[src/rtl/mul_pkg.sv]
// Shared types and constants for the sequential RV32M multiplier.
// Also holds the operand magnitude helper used when an op is accepted.
package mul_pkg;

   localparam int XLEN      = 32;
   localparam int MUL_STEPS = 32;
   localparam logic [4:0] LAST_STEP = 5'(MUL_STEPS - 1);

   typedef enum logic [1:0] {
      MUL    = 2'b00,
      MULH   = 2'b01,
      MULHSU = 2'b10,
      MULHU  = 2'b11
   } mul_op_e;

   typedef enum logic [1:0] {
      IDLE = 2'b00,
      CALC = 2'b01,
      FIX  = 2'b10,
      DONE = 2'b11
   } mul_state_e;

   // 0x80000000 maps to itself, read back as an unsigned magnitude
   function automatic logic [XLEN-1:0] mag32(input logic [XLEN-1:0] x, input logic is_signed);
      logic [XLEN-1:0] m;
      if (is_signed && x[XLEN-1]) begin
         m = ~x + 32'd1;
      end else begin
         m = x;
      end
      return m;
   endfunction

endpackage

[src/rtl/add_32.sv]
// 32-bit ripple-carry adder built from a chain of full adders.
module add_32 (
   input  logic [31:0] a,
   input  logic [31:0] b,
   input  logic        cin,
   output logic [31:0] s,
   output logic        cout
);

   // Carry ripples from bit 0 upward, one full adder per bit
   always_comb begin
      logic [32:0] c_v;
      c_v    = 33'd0;
      c_v[0] = cin;
      s      = 32'd0;
      for (int i = 0; i < 32; i++) begin
         s[i]     = a[i] ^ b[i] ^ c_v[i];
         c_v[i+1] = (a[i] & b[i]) | (a[i] & c_v[i]) | (b[i] & c_v[i]);
      end
      cout = c_v[32];
   end

endmodule

[src/rtl/mul_seq_32.sv]
// Iterative radix-2 shift-add multiplier for MUL/MULH/MULHSU/MULHU.
// Multiplies magnitudes for 32 cycles, then fixes the sign in one extra cycle.
module mul_seq_32
   import mul_pkg::*;
(
   input  logic            clk,
   input  logic            rst_n,
   input  logic            flush,
   input  logic            in_valid,
   output logic            in_ready,
   input  logic [1:0]      op,
   input  logic [XLEN-1:0] a,
   input  logic [XLEN-1:0] b,
   output logic            out_valid,
   input  logic            out_ready,
   output logic [XLEN-1:0] result,
   output logic            busy
);

   mul_state_e      state_q, state_d;
   logic [4:0]      cnt_q, cnt_d;
   logic [XLEN-1:0] a_mag_q, a_mag_d;
   logic [XLEN-1:0] hi_q, hi_d;
   logic [XLEN-1:0] lo_q, lo_d;
   logic            neg_q, neg_d;
   mul_op_e         op_q, op_d;
   logic [XLEN-1:0] result_q, result_d;
   logic            out_valid_q, out_valid_d;
   logic            in_ready_q, in_ready_d;
   logic            busy_q, busy_d;

   logic [XLEN-1:0] acc_b_s, acc_sum_s;
   logic            acc_c_s;
   logic [XLEN-1:0] neg_lo_s, neg_hi_s;
   logic            neg_lo_c_s, neg_hi_c_s;
   logic            a_signed_s, b_signed_s, use_neg_s;
   logic [XLEN-1:0] prod_lo_s, prod_hi_s;

   assign acc_b_s = lo_q[0] ? a_mag_q : 32'd0;

   add_32 u_acc (
      .a    (hi_q),
      .b    (acc_b_s),
      .cin  (1'b0),
      .s    (acc_sum_s),
      .cout (acc_c_s)
   );

   add_32 u_neg_lo (
      .a    (~lo_q),
      .b    (32'd0),
      .cin  (1'b1),
      .s    (neg_lo_s),
      .cout (neg_lo_c_s)
   );

   add_32 u_neg_hi (
      .a    (~hi_q),
      .b    (32'd0),
      .cin  (neg_lo_c_s),
      .s    (neg_hi_s),
      .cout (neg_hi_c_s)
   );

   // Carry out of the full negation means the magnitude was zero, already the answer
   assign use_neg_s  = neg_q & ~neg_hi_c_s;
   assign prod_lo_s  = use_neg_s ? neg_lo_s : lo_q;
   assign prod_hi_s  = use_neg_s ? neg_hi_s : hi_q;
   assign a_signed_s = (op == 2'b01) || (op == 2'b10);
   assign b_signed_s = (op == 2'b01);

   // Next-state, datapath and registered-output computation
   always_comb begin
      state_d  = state_q;
      cnt_d    = cnt_q;
      a_mag_d  = a_mag_q;
      hi_d     = hi_q;
      lo_d     = lo_q;
      neg_d    = neg_q;
      op_d     = op_q;
      result_d = result_q;

      case (state_q)
         IDLE: begin
            if (in_valid) begin
               a_mag_d = mag32(a, a_signed_s);
               lo_d    = mag32(b, b_signed_s);
               hi_d    = 32'd0;
               neg_d   = (a_signed_s & a[XLEN-1]) ^ (b_signed_s & b[XLEN-1]);
               op_d    = mul_op_e'(op);
               cnt_d   = 5'd0;
               state_d = CALC;
            end else begin
               state_d = IDLE;
            end
         end
         CALC: begin
            hi_d  = {acc_c_s, acc_sum_s[XLEN-1:1]};
            lo_d  = {acc_sum_s[0], lo_q[XLEN-1:1]};
            cnt_d = cnt_q + 5'd1;
            if (cnt_q == LAST_STEP) begin
               state_d = FIX;
            end else begin
               state_d = CALC;
            end
         end
         FIX: begin
            if (!flush) begin
               result_d = (op_q == MUL) ? prod_lo_s : prod_hi_s;
            end else begin
               result_d = result_q;
            end
            state_d = DONE;
         end
         DONE: begin
            if (out_ready) begin
               state_d = IDLE;
            end else begin
               state_d = DONE;
            end
         end
         default: begin
            state_d = IDLE;
         end
      endcase

      if (flush) begin
         state_d = IDLE;
      end else begin
         state_d = state_d;
      end

      in_ready_d  = (state_d == IDLE);
      busy_d      = (state_d != IDLE);
      out_valid_d = (state_d == DONE);
   end

   // State, datapath and output registers
   always_ff @(posedge clk or negedge rst_n) begin
      if (!rst_n) begin
         state_q     <= IDLE;
         cnt_q       <= 5'd0;
         a_mag_q     <= 32'd0;
         hi_q        <= 32'd0;
         lo_q        <= 32'd0;
         neg_q       <= 1'b0;
         op_q        <= MUL;
         result_q    <= 32'd0;
         out_valid_q <= 1'b0;
         in_ready_q  <= 1'b1;
         busy_q      <= 1'b0;
      end else begin
         state_q     <= state_d;
         cnt_q       <= cnt_d;
         a_mag_q     <= a_mag_d;
         hi_q        <= hi_d;
         lo_q        <= lo_d;
         neg_q       <= neg_d;
         op_q        <= op_d;
         result_q    <= result_d;
         out_valid_q <= out_valid_d;
         in_ready_q  <= in_ready_d;
         busy_q      <= busy_d;
      end
   end

   assign in_ready  = in_ready_q;
   assign out_valid = out_valid_q;
   assign result    = result_q;
   assign busy      = busy_q;

endmodule
[config.mk]
export PLATFORM = sky130hd
export DESIGN_NAME = mul_seq_32
export DESIGN_NICKNAME = d
export VERILOG_FILES = /design/src/rtl/mul_pkg.sv /design/src/rtl/add_32.sv /design/src/rtl/mul_seq_32.sv
export SDC_FILE = /design/constraint.sdc
export NUM_CORES = 1
export LEC_CHECK = 0
export CAP_MARGIN = 20
export CORE_MARGIN = 5
export CORE_UTILIZATION = 38
export CTS_CLUSTER_SIZE = 20
export DETAILED_ROUTE_END_ITERATION = 8
export PLACE_DENSITY_LB_ADDON = 0.12
export SYNTH_ARGS = -nofsm -noshare
export SYNTH_HDL_FRONTEND = slang
export SYNTH_SLANG_ARGS = --single-unit
[constraint.sdc]
create_clock -name clk -period 20.9 [get_ports clk]
set_clock_uncertainty 0.1 [all_clocks]
set_input_delay 3.135 -clock clk [delete_from_list [all_inputs] [get_ports clk]]
set_output_delay 3.135 -clock clk [all_outputs]
set_load 0.05 [all_outputs]
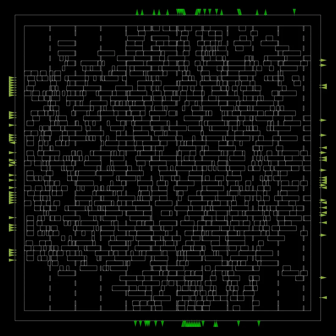
placement.png
final core utilization: 0.466
core footprint: 0.0242 mm²

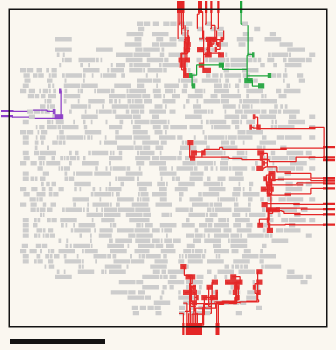
io_fan.png
Bar = 50 µm.
| colour | port | bits | direction | end cells | wire |
|---|---|---|---|---|---|
| green | in_valid | 1 | input | 7 | 103 µm |
| red | b | 32 | input | 74 | 1340 µm |
| purple | op | 2 | input | 3 | 58.5 µm |
Port-buffer cells: 105
count of pins on the block boundary: 106

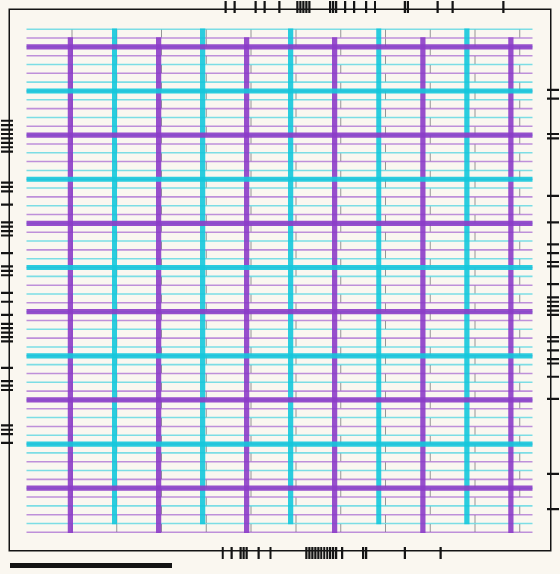
power_grid.png
Bar = 50 µm. Pins as bars on the die edge. Tap cells in grey.
| colour | net |
|---|---|
| purple | VSS |
| cyan | VDD |
rows: 57
met5 straps: 11
Die Span X: 166 µm
worst supply voltage drop on vdd: 50.2 µV
floorplan die height: 166 µm

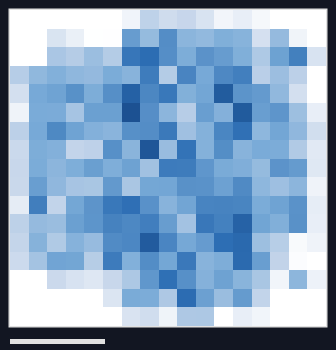
cell_density.png
Bar = 50 µm. 17 x 17 tiles, from white (low) to dark blue (high), 0 to 100% covered.
fullest tile: 87%
densest ninth of the die: middle
nearly empty tiles: 14%
tiles over 75% full: 3.8%
mean over tiles: 39%
FP Util: 0.384

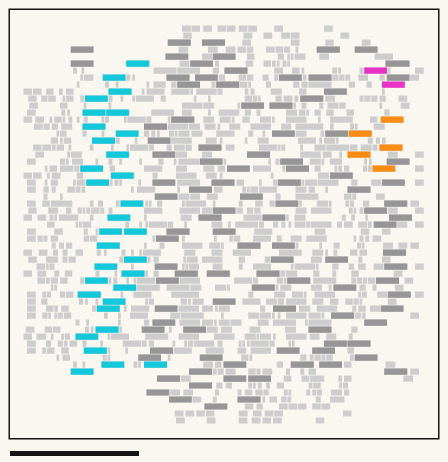
flops_by_reg.png
Bar = 50 µm. Other sequential cells in the stronger grey, the rest of the logic in the fainter grey.
| colour | netlist name | sequential cells |
|---|---|---|
| orange | cnt_q | 5 |
| magenta | state_q | 2 |
| cyan | a_mag_q | 32 |
not coloured: 102
Flop area: 0.00353 mm²
sequential cell area share: 0.313

==> qor.yml <==
critical_path:
  critPathRequiredTime_ns: 21.11
  worst_setup_path_startpoint: "lo_q[0]"
  path_max_fanout: 33
  timing.critical_path.buf_inv: 2
  critPathLaunchType: "flip-flop"
  critPathCaptureType: "flip-flop"
placement:
  placement.setup.worst_slack_ns: 7.11
run_status:
  run_status: "complete, no violations"
worst_hold_path:
  timing.hold.worst.start: "a_mag_q[14]"
routing:
  drt-vias-per-instance: 5.34
  drt_iter0_drc: 435
  met3WireLength_um: 896
  detailroute.via_count: 6941
clocking:
  cts_inserted_buffers: 17
synthesis:
  synthAdderAreaFrac: 0.160
  syn_nets: 1053
power:
  seqPwrFrac: 0.396
final_timing:
  timing.final.crit_period_ns: 13.65
finish:
  post-route-cell-area_mm2: 0.0113
floorplan:
  site_rows: 57
grt:
  grt_antenna_before_repair: 0
Power is estimated from default activity; no workload was simulated.
